File: src/rtl/pc_fetch_gen_pkg.sv
// Shared types and constants for the PC / fetch-address generator.
// The HALT state exists only when PC_ALIGN_CHECK_EN is defined.
package pc_pkg;

    localparam int unsigned PC_XLEN = 32;
    localparam logic [PC_XLEN-1:0] PC_RESET_VEC = 32'h0000_0000;
    localparam logic [PC_XLEN-1:0] PC_INC       = 32'd4;

    typedef enum logic [1:0] {
        BOOT,
        FETCH,
        HOLD
`ifdef PC_ALIGN_CHECK_EN
        ,
        HALT
`endif
    } pc_state_t;

endpackage

File: src/rtl/pc_fetch_gen_if.sv
// Instruction-memory fetch request channel (valid/ready, address).
interface pc_fetch_gen_if #(
    parameter int unsigned XLEN = 32
);
    logic            imem_req_valid;
    logic            imem_req_ready;
    logic [XLEN-1:0] imem_addr;

    modport master (output imem_req_valid, output imem_addr, input imem_req_ready);
    modport slave  (input imem_req_valid, input imem_addr, output imem_req_ready);
endinterface

File: src/rtl/pc_fetch_gen_nbitadder.sv
// 32-bit ripple-carry adder; the carry-out is dropped so the sum wraps modulo 2^32.
module nbitadder
    import pc_pkg::*;
(
    input  logic [PC_XLEN-1:0] a,
    input  logic [PC_XLEN-1:0] b,
    output logic [PC_XLEN-1:0] s
);

    logic carry;

    // Carry ripples bit by bit through a procedural variable.
    always_comb begin
        carry = 1'b0;
        s     = '0;
        for (int i = 0; i < int'(PC_XLEN); i++) begin
            s[i]  = a[i] ^ b[i] ^ carry;
            carry = (a[i] & b[i]) | (carry & (a[i] ^ b[i]));
        end
    end

endmodule

File: src/rtl/pc_fetch_gen.sv
// PC register, fetch FSM and pending-redirect holding for instruction fetch.
// Optional misaligned-redirect trap: define PC_ALIGN_CHECK_EN.
module pc_fetch_gen
    import pc_pkg::*;
#(
    parameter int unsigned     XLEN      = PC_XLEN,
    parameter logic [XLEN-1:0] RESET_VEC = PC_RESET_VEC,
    parameter logic [XLEN-1:0] INC       = PC_INC
) (
    input  logic                  clk,
    input  logic                  rst_n,
    input  logic                  stall,
    input  logic                  redir_valid,
    input  logic [XLEN-1:0]       redir_target,
    pc_fetch_gen_if.master        imem,
    output logic [XLEN-1:0]       pc_plus_inc,
    output logic                  align_fault
);

    pc_state_t       state_q, state_d;
    logic [XLEN-1:0] pc_q, pc_d;
    logic [XLEN-1:0] pend_tgt_q, pend_tgt_d;
    logic            pend_vld_q, pend_vld_d;
    logic            valid_q, valid_d;
    logic [XLEN-1:0] tgt_c;
    logic [XLEN-1:0] sum_c;

    nbitadder u_add (
        .a (pc_q),
        .b (INC),
        .s (sum_c)
    );

`ifdef PC_ALIGN_CHECK_EN
    logic fault_q, fault_d;
    logic bad_c;
    assign tgt_c = redir_target;
    assign bad_c = redir_valid && (redir_target[1:0] != 2'b00);
`else
    logic unused_tgt_lsb;
    assign tgt_c          = {redir_target[XLEN-1:2], 2'b00};
    assign unused_tgt_lsb = ^redir_target[1:0];
`endif

    // Next-state, next-PC and pending-redirect selection.
    always_comb begin
        state_d    = state_q;
        pc_d       = pc_q;
        pend_vld_d = pend_vld_q;
        pend_tgt_d = pend_tgt_q;
`ifdef PC_ALIGN_CHECK_EN
        fault_d    = 1'b0;
`endif
        case (state_q)
            BOOT: begin
                state_d = FETCH;
                if (redir_valid) pc_d = tgt_c;
            end
            FETCH: begin
                if (imem.imem_req_ready) begin
                    if (redir_valid)     pc_d = tgt_c;
                    else if (pend_vld_q) pc_d = pend_tgt_q;
                    else                 pc_d = sum_c;
                    pend_vld_d = 1'b0;
                    state_d    = stall ? HOLD : FETCH;
                end else if (redir_valid) begin
                    // Address must stay stable while stalled by memory; remember the redirect.
                    pend_tgt_d = tgt_c;
                    pend_vld_d = 1'b1;
                end
            end
            HOLD: begin
                if (redir_valid) begin
                    pc_d       = tgt_c;
                    pend_vld_d = 1'b0;
                end else if (pend_vld_q) begin
                    pc_d       = pend_tgt_q;
                    pend_vld_d = 1'b0;
                end
                if (!stall) state_d = FETCH;
            end
            default: state_d = state_q;
        endcase
`ifdef PC_ALIGN_CHECK_EN
        // A misaligned redirect is dropped and traps the fetch unit until reset.
        if (bad_c && (state_q != HALT)) begin
            state_d    = HALT;
            pc_d       = pc_q;
            pend_vld_d = 1'b0;
            fault_d    = 1'b1;
        end
`endif
    end

    assign valid_d = (state_d == FETCH);

    always_ff @(posedge clk or negedge rst_n) begin
        if (!rst_n) begin
            state_q    <= BOOT;
            pc_q       <= RESET_VEC;
            pend_tgt_q <= '0;
            pend_vld_q <= 1'b0;
            valid_q    <= 1'b0;
        end else begin
            state_q    <= state_d;
            pc_q       <= pc_d;
            pend_tgt_q <= pend_tgt_d;
            pend_vld_q <= pend_vld_d;
            valid_q    <= valid_d;
        end
    end

`ifdef PC_ALIGN_CHECK_EN
    always_ff @(posedge clk or negedge rst_n) begin
        if (!rst_n) fault_q <= 1'b0;
        else        fault_q <= fault_d;
    end
    assign align_fault = fault_q;
`else
    assign align_fault = 1'b0;
`endif

    assign imem.imem_req_valid = valid_q;
    assign imem.imem_addr      = pc_q;
    assign pc_plus_inc         = sum_c;

endmodule
File: src/flat_wrapper.sv
// flat-port wrapper written by rule: the top's interface ports become plain ports
module pc_fetch_gen_flat import pc_pkg::*;
#(
    parameter int unsigned     XLEN      = PC_XLEN,
    parameter logic [XLEN-1:0] RESET_VEC = PC_RESET_VEC,
    parameter logic [XLEN-1:0] INC       = PC_INC
)
  (clk, rst_n, stall, redir_valid, redir_target, pc_plus_inc, align_fault, imem_imem_req_valid, imem_imem_addr, imem_imem_req_ready);
  pc_fetch_gen_if #(.XLEN(XLEN)) imem_i ();
  input  logic clk;
  input  logic rst_n;
  input  logic stall;
  input  logic redir_valid;
  input  logic [XLEN-1:0] redir_target;
  output logic [XLEN-1:0] pc_plus_inc;
  output logic align_fault;
  output wire logic [$bits(imem_i.imem_req_valid)-1:0] imem_imem_req_valid;
  output wire logic [$bits(imem_i.imem_addr)-1:0] imem_imem_addr;
  input wire logic [$bits(imem_i.imem_req_ready)-1:0] imem_imem_req_ready;
  assign imem_imem_req_valid = imem_i.imem_req_valid;
  assign imem_imem_addr = imem_i.imem_addr;
  assign imem_i.imem_req_ready = imem_imem_req_ready;
  pc_fetch_gen #(.XLEN(XLEN), .RESET_VEC(RESET_VEC), .INC(INC)) u_core (.clk(clk), .rst_n(rst_n), .stall(stall), .redir_valid(redir_valid), .redir_target(redir_target), .imem(imem_i), .pc_plus_inc(pc_plus_inc), .align_fault(align_fault));
endmodule
File: config.mk
export PLATFORM = sky130hd
export DESIGN_NAME = pc_fetch_gen_flat
export DESIGN_NICKNAME = d
export VERILOG_FILES = /design/src/rtl/pc_fetch_gen_pkg.sv /design/src/rtl/pc_fetch_gen_if.sv /design/src/rtl/pc_fetch_gen_nbitadder.sv /design/src/rtl/pc_fetch_gen.sv /design/src/flat_wrapper.sv
export SDC_FILE = /design/constraint.sdc
export NUM_CORES = 1
export LEC_CHECK = 0
export CORE_MARGIN = 2
export CORE_UTILIZATION = 49
export CTS_BUF_LIST = sky130_fd_sc_hd__clkbuf_2 sky130_fd_sc_hd__clkbuf_4 sky130_fd_sc_hd__clkbuf_8
export DETAILED_ROUTE_END_ITERATION = 7
export HOLD_SLACK_MARGIN = 0.06
export PLACE_DENSITY = 0.83
export SLEW_MARGIN = 15
export SYNTH_ARGS = -nofsm -noshare
export SYNTH_HDL_FRONTEND = slang
export SYNTH_SLANG_ARGS = --single-unit
File: constraint.sdc
create_clock -name clk -period 8.1 [get_ports clk]
set_clock_uncertainty 0.05 [all_clocks]
set_input_delay 0.81 -clock clk [delete_from_list [all_inputs] [get_ports clk]]
set_output_delay 0.81 -clock clk [all_outputs]
set_load 0.03 [all_outputs]
Fig. 1: local utilization
9 x 9 tiles, from dark blue (low) to red (high), 0 to 100% covered.
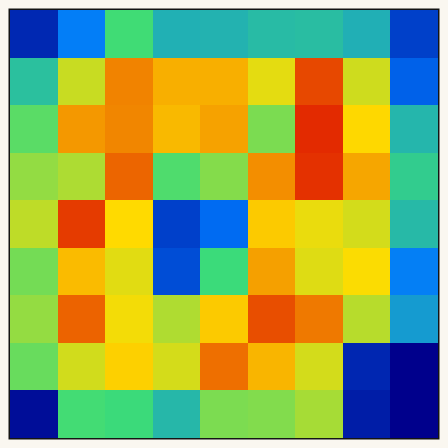
fullest tile = 95%
tiles over 75% full = 32%
nearly empty tiles = 2.5%

Fig. 2: signal wires by layer
The bar under the picture is 20 um long.
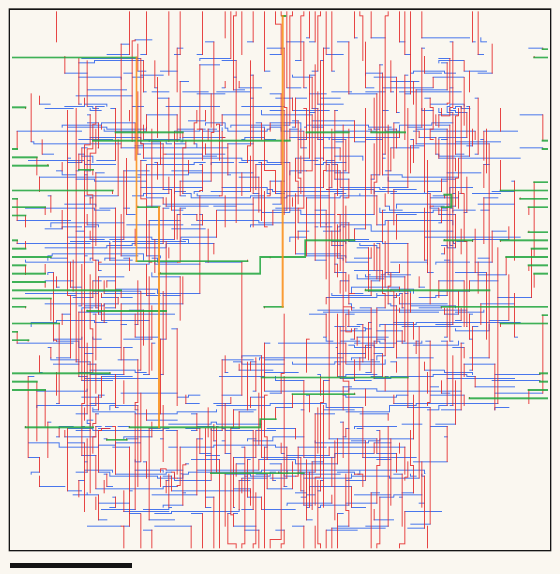
red -> M2  # wire length 4,050 um
green -> M3  # wire length 482 um
blue -> M1  # wire length 3,340 um
orange -> M4  # wire length 117 um

Fig. 3: gate-type map
The bar under the picture is 20 um long.
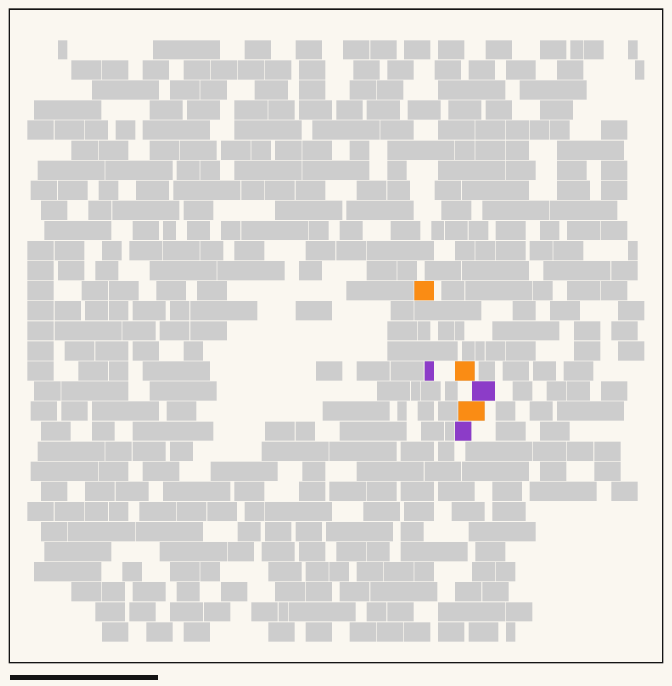
orange -> non-inverting ao/oa cells  # cells 3
purple -> nor cells  # cells 3

==> metrics.cfg <==
[layout]
logic_gate_count=180
sh_seq_area_pct=34.2
comb_share_pct=37.6
nClkBuffers=12
instances_no_fill=459
inv_count=4
num-fill-cells=537
signal_buffers=100

[synth]
ys.flops=64
top_cells_by_area=dfrtp_1 (46%), mux2_2 (19%), ha_1 (11%), o2bb2ai_1 (7.5%), a22oi_1 (6.7%)
synth.most_common_cell=dfrtp_1
ys_types=28
yosys_area_mm2=0.00349
synthArstFlopShare_pct=100
ys_seq_share_pct=45.9

[detailed_routing]
ant_nets=0
drt_drc_violations_left=0
vias=2601

[worst_setup_path]
cp_top_family=adder cells
path_class=reg -> out
critPathLaunchType=flip-flop
critPathMostFrequentCell=ha_1
critPathSlowestCell=clkdlybuf4s50_1
timing.rr.start=u_core.imem.imem_addr[2]

[die]
tap_cells=96
core_mm2=0.00683
die_w_um=88.4
ioPinCount=103

[cts]
post_cts.repair.setup_buffers=0
cts_tree=yes
clk_latency_ps=340

[worst_hold_path]
min_path_cells=1
min_path_type=reg -> reg

[global_routing]
grt_pass1_vias=2602
antenna_found_initial=0

[timing]
hold_ws_ps=459
period_needed_ps=7680
final_max_slew_viol_count=0
fin_setup_tns_ps=0
max_freq_mhz=130

[placement]
hpwl_um=5350

[outcome]
status=complete, no violations

[power_and_ir_drop]
clockPowerShare_pct=12.5

Fig. 4: clock wires, drivers and flops
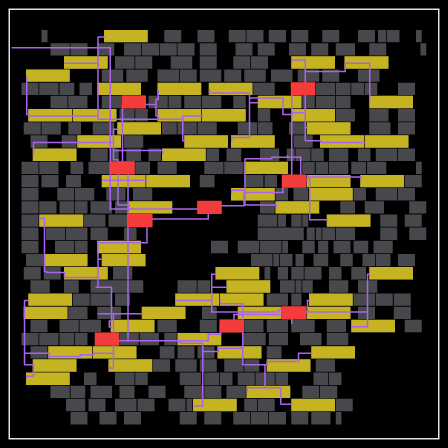
red -> clock-net drivers  # count 9
purple -> clock wires  # length 814 um
yellow -> flip-flops  # count 64
routed clock nets = 10

Fig. 5: track usage over the die
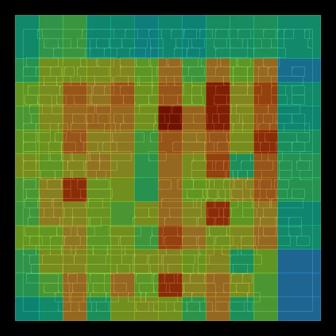
met3 Usage GRT: 4.38%
met1 usage: 26.1%
final core occ: 68.6%
wire length per cell: 17.4 um

per-layer routing:
| metal | up-vias | wire (um) | global-route usage, % |
|---|---|---|---|
| met5 | - | 0 | 0 |
| met4 | 0 | 116 | 8.95 |
| met3 | 7 | 481 | 4.38 |
| met2 | 85 | 4050 | 36.6 |
| met1 | 1306 | 3340 | 26.1 |
| li1 | 1203 | - | - |
cells by family (layout without fill, tap and decap cells):
kind of cell | count (synthesis) | in the layout | share of synthesized area (%)
AND-OR/OR-AND | 73 | 73 | 16.7
flip-flops | 64 | 64 | 45.9
multiplexers | 61 | 61 | 19.7
adder cells (fa/ha/maj) | 32 | 32 | 11.5
buffers and inverters | 29 | 119 | 4.63
AND/OR/NAND/NOR | 8 | 8 | 1.26
other | 1 | 5 | 0.108
XOR/XNOR | 1 | 1 | 0.251
worst max path at each step:
stage,end,slack (ps),depth (start not counted)
floorplan,pc_plus_inc[31],1340,29
global placement,pc_plus_inc[31],790,30
detailed placement,pc_plus_inc[31],760,30
CTS,pc_plus_inc[31],350,30
global route,pc_plus_inc[31],90,30
finish,pc_plus_inc[31],420,30
flip-flops by register name, summed over array words and instances (netlist names):
register and flops:
u_core.imem.imem_addr 30, u_core.pend_vld_q 1, u_core.state_q 2, u_core.pend_tgt_q 30, u_core.imem.imem_req_valid 1
cells in the final DEF, fill, tap and decap left out, drive strengths merged, types with 2 or more instances in the layout:
master,Yosys,layout
dfrtp,64,64
clkinv,0,2
nor2b,2,2
ha,32,32
clkdlybuf4s50,0,94
a21oi,2,2
nand2b,2,2
conb,1,5
a22oi,31,31
inv,4,4
clkbuf,8,12
nand2,2,2
o22ai,2,2
buf,17,6
o2bb2ai,30,30
mux2,60,60
